<file path="src/rtl/btn_pkg.sv">
// Shared types, width helper and 100 MHz timing defaults for the button conditioner.
// The optional auto-repeat feature is enabled with the BTN_AUTOREPEAT_EN macro.
package btn_pkg;

    typedef enum logic [1:0] {
        RELEASED,
        PRESSED,
        LONG_HELD
    } btn_state_e;

    // Defaults for a 100 MHz clock: 1 ms qualify, 0.5 s long press, 100 ms repeat.
    localparam int unsigned DEF_STABLE_CNT = 100_000;
    localparam int unsigned DEF_LONG_CNT   = 50_000_000;
    localparam int unsigned DEF_REPEAT_CNT = 10_000_000;

    // Counter width able to hold values up to max_count-1, never narrower than one bit.
    function automatic int unsigned cnt_width(input int unsigned max_count);
        return (max_count <= 1) ? 1 : $clog2(max_count);
    endfunction

endpackage

</file>
<file path="src/rtl/btn_debounce_ch.sv">
// One button channel: 2-FF synchroniser, exact stable-count debounce, press/release/long
// pulses and the hold FSM. Auto-repeat pulses exist only when BTN_AUTOREPEAT_EN is defined.
module btn_debounce_ch
    import btn_pkg::*;
#(
    parameter int unsigned STABLE_CNT = DEF_STABLE_CNT,
    parameter int unsigned LONG_CNT   = DEF_LONG_CNT,
    parameter int unsigned REPEAT_CNT = DEF_REPEAT_CNT,
    parameter int unsigned ACTIVE_LOW = 0
) (
    input  logic clk,
    input  logic reset,
    input  logic btn_pin,
    output logic btn_level,
    output logic btn_press,
    output logic btn_release,
    output logic btn_long,
    output logic btn_repeat
);

    localparam int unsigned DB_W   = cnt_width(STABLE_CNT);
    localparam int unsigned HOLD_W = cnt_width(LONG_CNT + 1);

    localparam logic [DB_W-1:0]   DB_LAST  = DB_W'(STABLE_CNT - 1);
    localparam logic [HOLD_W-1:0] HOLD_MAX = HOLD_W'(LONG_CNT);
    localparam logic [HOLD_W-1:0] HOLD_PRE = HOLD_W'(LONG_CNT - 1);

    logic              sync1_q, sync1_d;
    logic              sync2_q, sync2_d;
    logic [DB_W-1:0]   db_cnt_q, db_cnt_d;
    logic              level_q, level_d;
    logic              press_q, press_d;
    logic              release_q, release_d;
    logic              long_q, long_d;
    logic [HOLD_W-1:0] hold_q, hold_d;
    btn_state_e        state_q, state_d;
    logic              differs, accept;

    // NOTE: every signal gets a default at the top of the block so no path can infer a latch.
    always_comb begin
        sync1_d   = (ACTIVE_LOW != 0) ? ~btn_pin : btn_pin;
        sync2_d   = sync1_q;

        differs   = (sync2_q != level_q);
        accept    = differs && (db_cnt_q == DB_LAST);
        db_cnt_d  = '0;
        if (differs && !accept) db_cnt_d = db_cnt_q + 1'b1;

        level_d   = accept ? sync2_q : level_q;
        press_d   = accept & sync2_q;
        release_d = accept & ~sync2_q;

        hold_d = '0;
        if (level_q) hold_d = (hold_q == HOLD_MAX) ? hold_q : hold_q + 1'b1;

        // A release accepted on the same edge wins over a long press reaching its count.
        long_d = (state_q == PRESSED) && level_q && (hold_q == HOLD_PRE) && !release_d;

        state_d = state_q;
        unique case (state_q)
            RELEASED:  if (press_d) state_d = PRESSED;
            PRESSED: begin
                if (release_d)   state_d = RELEASED;
                else if (long_d) state_d = LONG_HELD;
            end
            LONG_HELD: if (release_d) state_d = RELEASED;
            default:   state_d = RELEASED;
        endcase
    end

    // NOTE: sequential state uses non-blocking assignments so all flops update together.
    always_ff @(posedge clk or posedge reset) begin
        if (reset) begin
            sync1_q   <= 1'b0;
            sync2_q   <= 1'b0;
            db_cnt_q  <= '0;
            level_q   <= 1'b0;
            press_q   <= 1'b0;
            release_q <= 1'b0;
            long_q    <= 1'b0;
            hold_q    <= '0;
            state_q   <= RELEASED;
        end else begin
            sync1_q   <= sync1_d;
            sync2_q   <= sync2_d;
            db_cnt_q  <= db_cnt_d;
            level_q   <= level_d;
            press_q   <= press_d;
            release_q <= release_d;
            long_q    <= long_d;
            hold_q    <= hold_d;
            state_q   <= state_d;
        end
    end

`ifdef BTN_AUTOREPEAT_EN
    localparam int unsigned RPT_W = cnt_width(REPEAT_CNT);
    localparam logic [RPT_W-1:0] RPT_LAST = RPT_W'(REPEAT_CNT - 1);

    logic [RPT_W-1:0] rpt_cnt_q, rpt_cnt_d;
    logic             repeat_q, repeat_d;

    // Counter starts at 0 on the btn_long edge, so the first pulse lands REPEAT_CNT cycles later.
    always_comb begin
        rpt_cnt_d = '0;
        repeat_d  = 1'b0;
        if ((state_q == LONG_HELD) && !release_d) begin
            if (rpt_cnt_q == RPT_LAST) repeat_d  = 1'b1;
            else                       rpt_cnt_d = rpt_cnt_q + 1'b1;
        end
    end

    always_ff @(posedge clk or posedge reset) begin
        if (reset) begin
            rpt_cnt_q <= '0;
            repeat_q  <= 1'b0;
        end else begin
            rpt_cnt_q <= rpt_cnt_d;
            repeat_q  <= repeat_d;
        end
    end

    assign btn_repeat = repeat_q;
`else
    assign btn_repeat = 1'b0;
`endif

    assign btn_level   = level_q;
    assign btn_press   = press_q;
    assign btn_release = release_q;
    assign btn_long    = long_q;

endmodule

</file>
<file path="src/rtl/btn_debounce_multi.sv">
// N-channel button conditioner: one independent btn_debounce_ch per input pin.
// Define BTN_AUTOREPEAT_EN to enable auto-repeat pulses on btn_repeat.
module btn_debounce_multi
    import btn_pkg::*;
#(
    parameter int unsigned N_CH       = 4,
    parameter int unsigned STABLE_CNT = DEF_STABLE_CNT,
    parameter int unsigned LONG_CNT   = DEF_LONG_CNT,
    parameter int unsigned REPEAT_CNT = DEF_REPEAT_CNT,
    parameter int unsigned ACTIVE_LOW = 0
) (
    input  logic            clk,
    input  logic            reset,
    input  logic [N_CH-1:0] btn_in,
    output logic [N_CH-1:0] btn_level,
    output logic [N_CH-1:0] btn_press,
    output logic [N_CH-1:0] btn_release,
    output logic [N_CH-1:0] btn_long,
    output logic [N_CH-1:0] btn_repeat
);

    for (genvar g = 0; g < N_CH; g++) begin : g_ch
        btn_debounce_ch #(
            .STABLE_CNT (STABLE_CNT),
            .LONG_CNT   (LONG_CNT),
            .REPEAT_CNT (REPEAT_CNT),
            .ACTIVE_LOW (ACTIVE_LOW)
        ) u_ch (
            .clk         (clk),
            .reset       (reset),
            .btn_pin     (btn_in[g]),
            .btn_level   (btn_level[g]),
            .btn_press   (btn_press[g]),
            .btn_release (btn_release[g]),
            .btn_long    (btn_long[g]),
            .btn_repeat  (btn_repeat[g])
        );
    end

endmodule

</file>
<file path="config.mk">
export PLATFORM = sky130hd
export DESIGN_NAME = btn_debounce_multi
export DESIGN_NICKNAME = d
export VERILOG_FILES = /design/src/rtl/btn_pkg.sv /design/src/rtl/btn_debounce_ch.sv /design/src/rtl/btn_debounce_multi.sv
export SDC_FILE = /design/constraint.sdc
export NUM_CORES = 1
export LEC_CHECK = 0
export ABC_AREA = 1
export CAP_MARGIN = 40
export CORE_MARGIN = 1
export CORE_UTILIZATION = 60
export CTS_BUF_LIST = sky130_fd_sc_hd__clkbuf_16
export DETAILED_ROUTE_END_ITERATION = 10
export PLACE_DENSITY = 0.82
export RECOVER_POWER = 25
export SLEW_MARGIN = 5
export SYNTH_ARGS = -nofsm -noshare
export SYNTH_HDL_FRONTEND = slang
export SYNTH_SLANG_ARGS = --single-unit
export TNS_END_PERCENT = 10
</file>
<file path="constraint.sdc">
create_clock -name clk -period 10.1 [get_ports clk]
set_input_delay 2.02 -clock clk [delete_from_list [all_inputs] [get_ports clk]]
set_output_delay 2.02 -clock clk [all_outputs]
set_load 0.005 [all_outputs]
</file>
==> impl_metrics.csv <==
group,metric,value,unit
final_layout,n_antenna_cell,0,
sta,finalHoldViolCount,0,
floorplanning,fp.coreArea,18100,sq um
yosys,ys_seq_share,45.5,%
floorplanning,taps,229,
place,dpl.hpwl,15500,um
cts,cts.repair.resized,0,
setup_path,max_stage_delay,0.83,ns
place,preCtsSetupSlack,6.24,ns
final_layout,inverters,198,
final_layout,seqCellArea,5100,sq um
cts,cts_max_level,1,
final_layout,comb_cells,975,
final_layout,clk_share,6.34,%
final_layout,sh_comb_area,40.8,%
place,place.gp.congestion,0.888,
cts,root_buffer,"clkbuf_16",
cts,cts.clk_slew.worst_paths,0.06,ns
final_layout,dominant-cell-class,"registers",
yosys,ys.flops,204,
setup_path,cp.required,8.08,ns
sta,tightest_slew,0.760,ns
yosys,async_flop_share,100,%
setup_path,path_delay_family,"flip-flops",
final_layout,non_clock_buffer_count,24,
yosys,ys_area,11200,sq um
hold_path,hp-class,"reg -> reg",
sta,rsz0062_at_grt,"false",
sta,setup_viol,0,
yosys,flop_cell,"dfrtp_1",
route,dr.pass1.iters,8,
setup_path,crit_slowest_cell,"dfrtp_1",
setup_path,cp.buffers_inverters,1,
route,drcViolationCount,1,
route,ant_nets,0,
outcome,violations,"design-rule violations",
floorplanning,rows,49,
global_route,grt_pass1_vias,8847,
floorplanning,ios,26,
outcome,outcome,"complete, but fails checks",
sta,clock.fmax,0.251,GHz
## state kept, by name (all words and copies together), names as in the netlist
| name | flops |
|---|---|
| g_ch.u_ch.btn_level | 4 |
| g_ch.u_ch.btn_long | 4 |
| g_ch.u_ch.btn_press | 4 |
| g_ch.u_ch.btn_release | 4 |
| g_ch.u_ch.db_cnt_q | 68 |
| g_ch.u_ch.hold_q | 104 |
| g_ch.u_ch.state_q | 8 |
| g_ch.u_ch.sync1_q | 4 |
| g_ch.u_ch.sync2_q | 4 |
## path summary, 6_finish.rpt
path | depth (start not counted) | slack (ns) | to | from
setup / recovery | 1 | 6.11 | btn_level[2] | g_ch[2].u_ch.btn_level
hold / removal | 0 | 0.35 | g_ch[1].u_ch.sync2_q | g_ch[1].u_ch.sync1_q
setup reg to reg | 6 | 7.86 | g_ch[2].u_ch.db_cnt_q[16] | g_ch[2].u_ch.btn_level
hold reg to reg | 0 | 0.35 | g_ch[1].u_ch.sync2_q | g_ch[1].u_ch.sync1_q
max in group asynchronous | 5 | 6.84 | g_ch[1].u_ch.hold_q[17] | reset
min in group asynchronous | 2 | 1.85 | g_ch[2].u_ch.hold_q[2] | reset
## cells by family after synthesis
kind of cell	synth area share [%]
compound gates	8.04
xor+xnor	2.57
fa+ha+maj	1.34
buf+inv	8.63
flops	45.5
other cells	0.0334
simple gates	33.9
## power by group
group / internal, mW / total, mW / switching [mW] / leakage (nW)
Sequential: 0.823 / 0.827 / 0.00384 / 2.82
Combinational: 0.00958 / 0.0355 / 0.0259 / 2.15
Clock: 0.537 / 0.852 / 0.315 / 0.389
## layer usage
metal	vias up	track usage [%]	part of all wire (%)
met3	43	2.83	4.5
met4	0	7.89	2.1
met1	4349	32.6	46
met5	-	0	0
met2	246	40.0	47
li1	4633	-	-
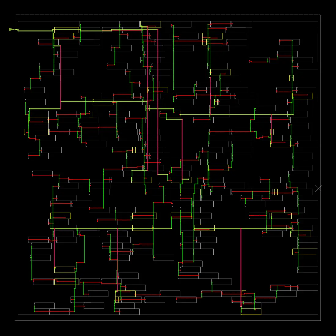
*Clock nets*
Clock Skew: 0.0123 ns
Clock net power: 0.852 mW
Inserted Clock Buffers: 22
clk sinks: 204

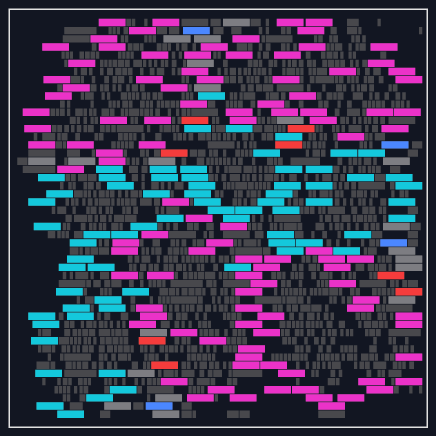
*Where the registers sit*
Drawn at 3 px/um. Other sequential cells in the stronger gray, the rest of the logic in the fainter gray.
color	signal	placed flops
red	`g_ch.u_ch.state_q`	8
blue	`g_ch.u_ch.btn_long`	4
magenta	`g_ch.u_ch.hold_q`	104
cyan	`g_ch.u_ch.db_cnt_q`	68

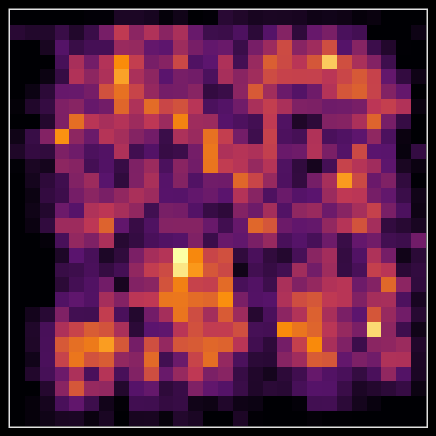
*Routed metal per tile*
Drawn at 3 px/um. 28 x 28 tiles, from black (low) to pale yellow (high), scaled to the fullest tile. Values are wire area over tile area, all layers added.
nearly empty tiles	12%
densest ninth of the die	center
tiles over half the peak	16%
emptiest ninth of the die	middle left
mean over tiles	0.18
fullest tile	0.64

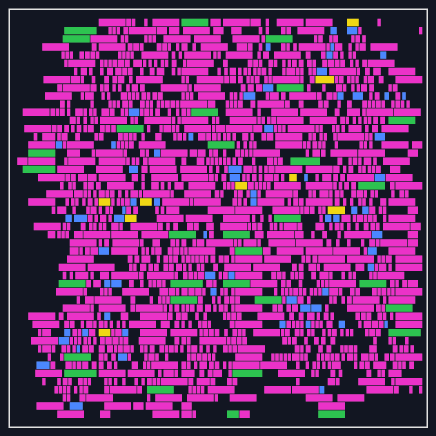
*Cells by drive strength*
Drawn at 3 px/um.
color	size	cells	share
green	_6 and larger	31	2.2%
blue	_2 cells	65	4.5%
magenta	_0 and _1 cells	1334	93%
yellow	_3 and _4 cells	9	0.63%

Power is estimated from default activity; no workload was simulated.
